**config.mk**
```make
export PLATFORM = sky130hd
export DESIGN_NAME = pipe_hazard_ctrl
export DESIGN_NICKNAME = d
export VERILOG_FILES = /design/src/rtl/pipe_pkg.sv /design/src/rtl/hazard_sat_counter.sv /design/src/rtl/pipe_hazard_ctrl.sv
export SDC_FILE = /design/constraint.sdc
export NUM_CORES = 1
export LEC_CHECK = 0
export ABC_AREA = 1
export CORE_AREA = 2 2 76 96
export DETAILED_ROUTE_END_ITERATION = 10
export DIE_AREA = 0 0 78 98
export PLACE_DENSITY_LB_ADDON = 0.25
export SETUP_SLACK_MARGIN = 0.2
export SLEW_MARGIN = 20
export SYNTH_ARGS = -nofsm -noshare
export SYNTH_HDL_FRONTEND = slang
export SYNTH_SLANG_ARGS = --single-unit
```
**constraint.sdc**
```tcl
create_clock -name clk -period 1.6 [get_ports clk]
set_input_delay 0.32 -clock clk [delete_from_list [all_inputs] [get_ports clk]]
set_output_delay 0.32 -clock clk [all_outputs]
set_load 0.02 [all_outputs]
```
**src/rtl/pipe_pkg.sv**
```systemverilog
// Shared types and constants for the 5-stage pipeline hazard controller.
package pipe_pkg;

    localparam int unsigned REG_ADDR_W = 5;
    localparam int unsigned FWD_W      = 2;

    localparam logic [FWD_W-1:0] FWD_RF  = 2'b00;
    localparam logic [FWD_W-1:0] FWD_MEM = 2'b01;
    localparam logic [FWD_W-1:0] FWD_WB  = 2'b10;

    typedef enum logic {
        ST_RUN   = 1'b0,
        ST_STALL = 1'b1
    } state_t;

    typedef struct packed {
        logic                  valid;
        logic [REG_ADDR_W-1:0] rs;
        logic [REG_ADDR_W-1:0] rt;
        logic                  use_rs;
        logic                  use_rt;
        logic [REG_ADDR_W-1:0] dst;
        logic                  regwrite;
        logic                  is_load;
    } slot_t;

    localparam slot_t SLOT_EMPTY = '0;

    // True when the slot will write register r (r0 never counts)
    function automatic logic slot_writes(input slot_t s, input logic [REG_ADDR_W-1:0] r);
        return s.valid && s.regwrite && (s.dst == r) && (r != '0);
    endfunction

    // Operand source for a used register: MEM result beats WB data
    function automatic logic [FWD_W-1:0] fwd_pick(input slot_t mem, input slot_t wb,
                                                  input logic used,
                                                  input logic [REG_ADDR_W-1:0] r);
        logic [FWD_W-1:0] sel;
        sel = FWD_RF;
        if (used) begin
            if (slot_writes(mem, r)) begin
                sel = FWD_MEM;
            end else if (slot_writes(wb, r)) begin
                sel = FWD_WB;
            end
        end
        return sel;
    endfunction

endpackage

```
**src/rtl/hazard_sat_counter.sv**
```systemverilog
// Saturating up-counter with synchronous active-high reset.
module hazard_sat_counter #(
    parameter int unsigned CNT_W = 16
) (
    input  logic             clk,
    input  logic             rst,
    input  logic             inc,
    output logic [CNT_W-1:0] count
);

    // Count up on inc, holding at all-ones instead of wrapping
    always_ff @(posedge clk) begin
        if (rst) begin
            count <= '0;
        end else if (inc && (count != {CNT_W{1'b1}})) begin
            count <= count + CNT_W'(1);
        end
    end

endmodule

```
**src/rtl/pipe_hazard_ctrl.sv**
```systemverilog
// Pipeline sequencing controller: scoreboard of EX/MEM/WB destinations,
// RAW hazard stalls, branch-redirect flush, operand forwarding selects and
// saturating stall/flush counters.
// Build option: PIPE_HAZARD_FORWARDING_EN enables forwarding (load-use stalls
// only); without it every RAW against EX/MEM/WB stalls and selects stay 00.
import pipe_pkg::*;

module pipe_hazard_ctrl #(
    parameter int unsigned CNT_W = 16
) (
    input  logic                  clk,
    input  logic                  rst,
    input  logic                  id_valid,
    input  logic [REG_ADDR_W-1:0] id_rs,
    input  logic [REG_ADDR_W-1:0] id_rt,
    input  logic                  id_use_rs,
    input  logic                  id_use_rt,
    input  logic [REG_ADDR_W-1:0] id_dst,
    input  logic                  id_regwrite,
    input  logic                  id_is_load,
    input  logic                  ex_redirect,
    output logic                  pc_we,
    output logic                  ifid_we,
    output logic                  ifid_flush,
    output logic                  idex_bubble,
    output logic [1:0]            fwd_a,
    output logic [1:0]            fwd_b,
    output logic [CNT_W-1:0]      stall_cnt,
    output logic [CNT_W-1:0]      flush_cnt
);

    slot_t  ex_q;
    slot_t  mem_q;
    slot_t  wb_q;
    slot_t  id_slot;
    state_t state;
    logic   raw_rs;
    logic   raw_rt;
    logic   hazard;
    logic   issue;
    logic   stall_cyc;
    logic   flush_cyc;

    assign id_slot = '{valid:    id_valid,
                       rs:       id_rs,
                       rt:       id_rt,
                       use_rs:   id_use_rs,
                       use_rt:   id_use_rt,
                       dst:      id_dst,
                       regwrite: id_regwrite,
                       is_load:  id_is_load};

`ifdef PIPE_HAZARD_FORWARDING_EN
    // Only a load still in EX cannot be forwarded in time
    assign raw_rs = id_use_rs && ex_q.is_load && slot_writes(ex_q, id_rs);
    assign raw_rt = id_use_rt && ex_q.is_load && slot_writes(ex_q, id_rt);
`else
    // Without forwarding, any pending writer blocks the reader
    assign raw_rs = id_use_rs && (slot_writes(ex_q, id_rs) || slot_writes(mem_q, id_rs) ||
                                  slot_writes(wb_q, id_rs));
    assign raw_rt = id_use_rt && (slot_writes(ex_q, id_rt) || slot_writes(mem_q, id_rt) ||
                                  slot_writes(wb_q, id_rt));
`endif

    assign hazard    = id_valid && (raw_rs || raw_rt);
    assign issue     = id_valid && !hazard && !ex_redirect && !rst;
    assign stall_cyc = !rst && !ex_redirect && hazard;
    assign flush_cyc = !rst && ex_redirect;

    // Advance the scoreboard; a non-issuing cycle enters EX as a bubble
    always_ff @(posedge clk) begin
        if (rst) begin
            ex_q  <= SLOT_EMPTY;
            mem_q <= SLOT_EMPTY;
            wb_q  <= SLOT_EMPTY;
        end else begin
            wb_q  <= mem_q;
            mem_q <= ex_q;
            ex_q  <= issue ? id_slot : SLOT_EMPTY;
        end
    end

    // Debug-visible stall state; outputs do not depend on it
    always_ff @(posedge clk) begin
        if (rst) begin
            state <= ST_RUN;
        end else begin
            case (state)
                ST_RUN:   if (hazard && !ex_redirect) state <= ST_STALL;
                ST_STALL: if (!hazard || ex_redirect) state <= ST_RUN;
            endcase
        end
    end

    // Pipeline enables: reset, then redirect, then hazard, then normal flow
    always_comb begin
        pc_we       = 1'b1;
        ifid_we     = 1'b1;
        ifid_flush  = 1'b0;
        idex_bubble = !id_valid;
        if (rst) begin
            pc_we       = 1'b0;
            ifid_we     = 1'b0;
            ifid_flush  = 1'b1;
            idex_bubble = 1'b1;
        end else if (ex_redirect) begin
            ifid_flush  = 1'b1;
            idex_bubble = 1'b1;
        end else if (hazard) begin
            pc_we       = 1'b0;
            ifid_we     = 1'b0;
            idex_bubble = 1'b1;
        end
    end

`ifdef PIPE_HAZARD_FORWARDING_EN
    // Operand sources for the instruction currently in EX
    always_comb begin
        fwd_a = FWD_RF;
        fwd_b = FWD_RF;
        if (!rst && ex_q.valid) begin
            fwd_a = fwd_pick(mem_q, wb_q, ex_q.use_rs, ex_q.rs);
            fwd_b = fwd_pick(mem_q, wb_q, ex_q.use_rt, ex_q.rt);
        end
    end
`else
    assign fwd_a = FWD_RF;
    assign fwd_b = FWD_RF;
`endif

    hazard_sat_counter #(.CNT_W(CNT_W)) u_stall_cnt (
        .clk   (clk),
        .rst   (rst),
        .inc   (stall_cyc),
        .count (stall_cnt)
    );

    hazard_sat_counter #(.CNT_W(CNT_W)) u_flush_cnt (
        .clk   (clk),
        .rst   (rst),
        .inc   (flush_cyc),
        .count (flush_cnt)
    );

endmodule

```
==> impl_metrics.yaml <==
# synthesis and place-and-route metrics
finish:
  final_core_utilization_pct: 67.57
  reg_top3: "u_flush_cnt.count: 16 flops, u_stall_cnt.count: 16 flops"
  fin_area_um2: 4599
  inv_count: 84
  stdcell_count: 684
  regArea_um2: 1126
routing:
  wl_met2_um: 4559
setup_path:
  path_cells: "inv_2, o21ai_1, nor2_1, nand3_1, nand3_1, nand2_2, nand2_4, a31oi_4, buf_6"
  end_kind: "output port"
  critical_path_buf_inv_count: 2
power_and_ir_drop:
  irDropWorstVdd_uv: 440.0
  power_frac_clock_pct: 31.0
  p_seq_mw: 1.34
final_timing:
  finalSetupViolCount: 19
  setup_tns_ns: -3.244
  worst_slack_ns: -0.3127
global_route:
  grt_use_met3_pct: 3.420
cts:
  cts_resized: 169
run_status:
  violations: "setup timing"
  status: "complete, but fails checks"
synth:
  synth_cells: 486
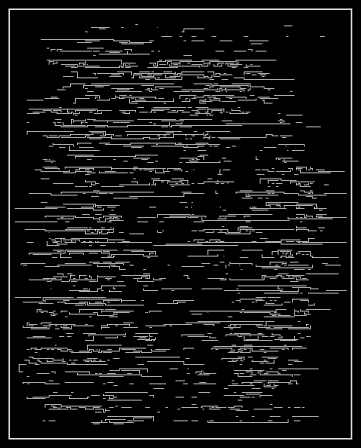
Fig. 1. The metal 1 layer.
main direction: horizontal
longest straight run: 21.2 um
share of all routed wire: 41%
wire length on this layer: 3560 um
nets with wire on the layer: 559
met1 Track Usage GR: 25.87%
Vias: 3354
drt total wl: 8675 um

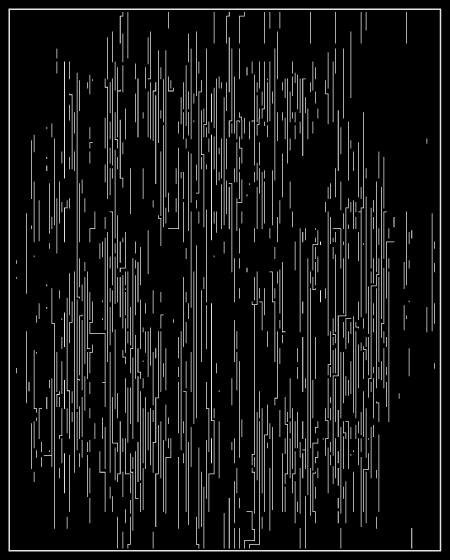
Fig. 2. Signal wires on met2.
longest straight run: 42.8 um
nets with wire on the layer: 515
wire length on this layer: 4560 um
GR Util met2: 40.12%

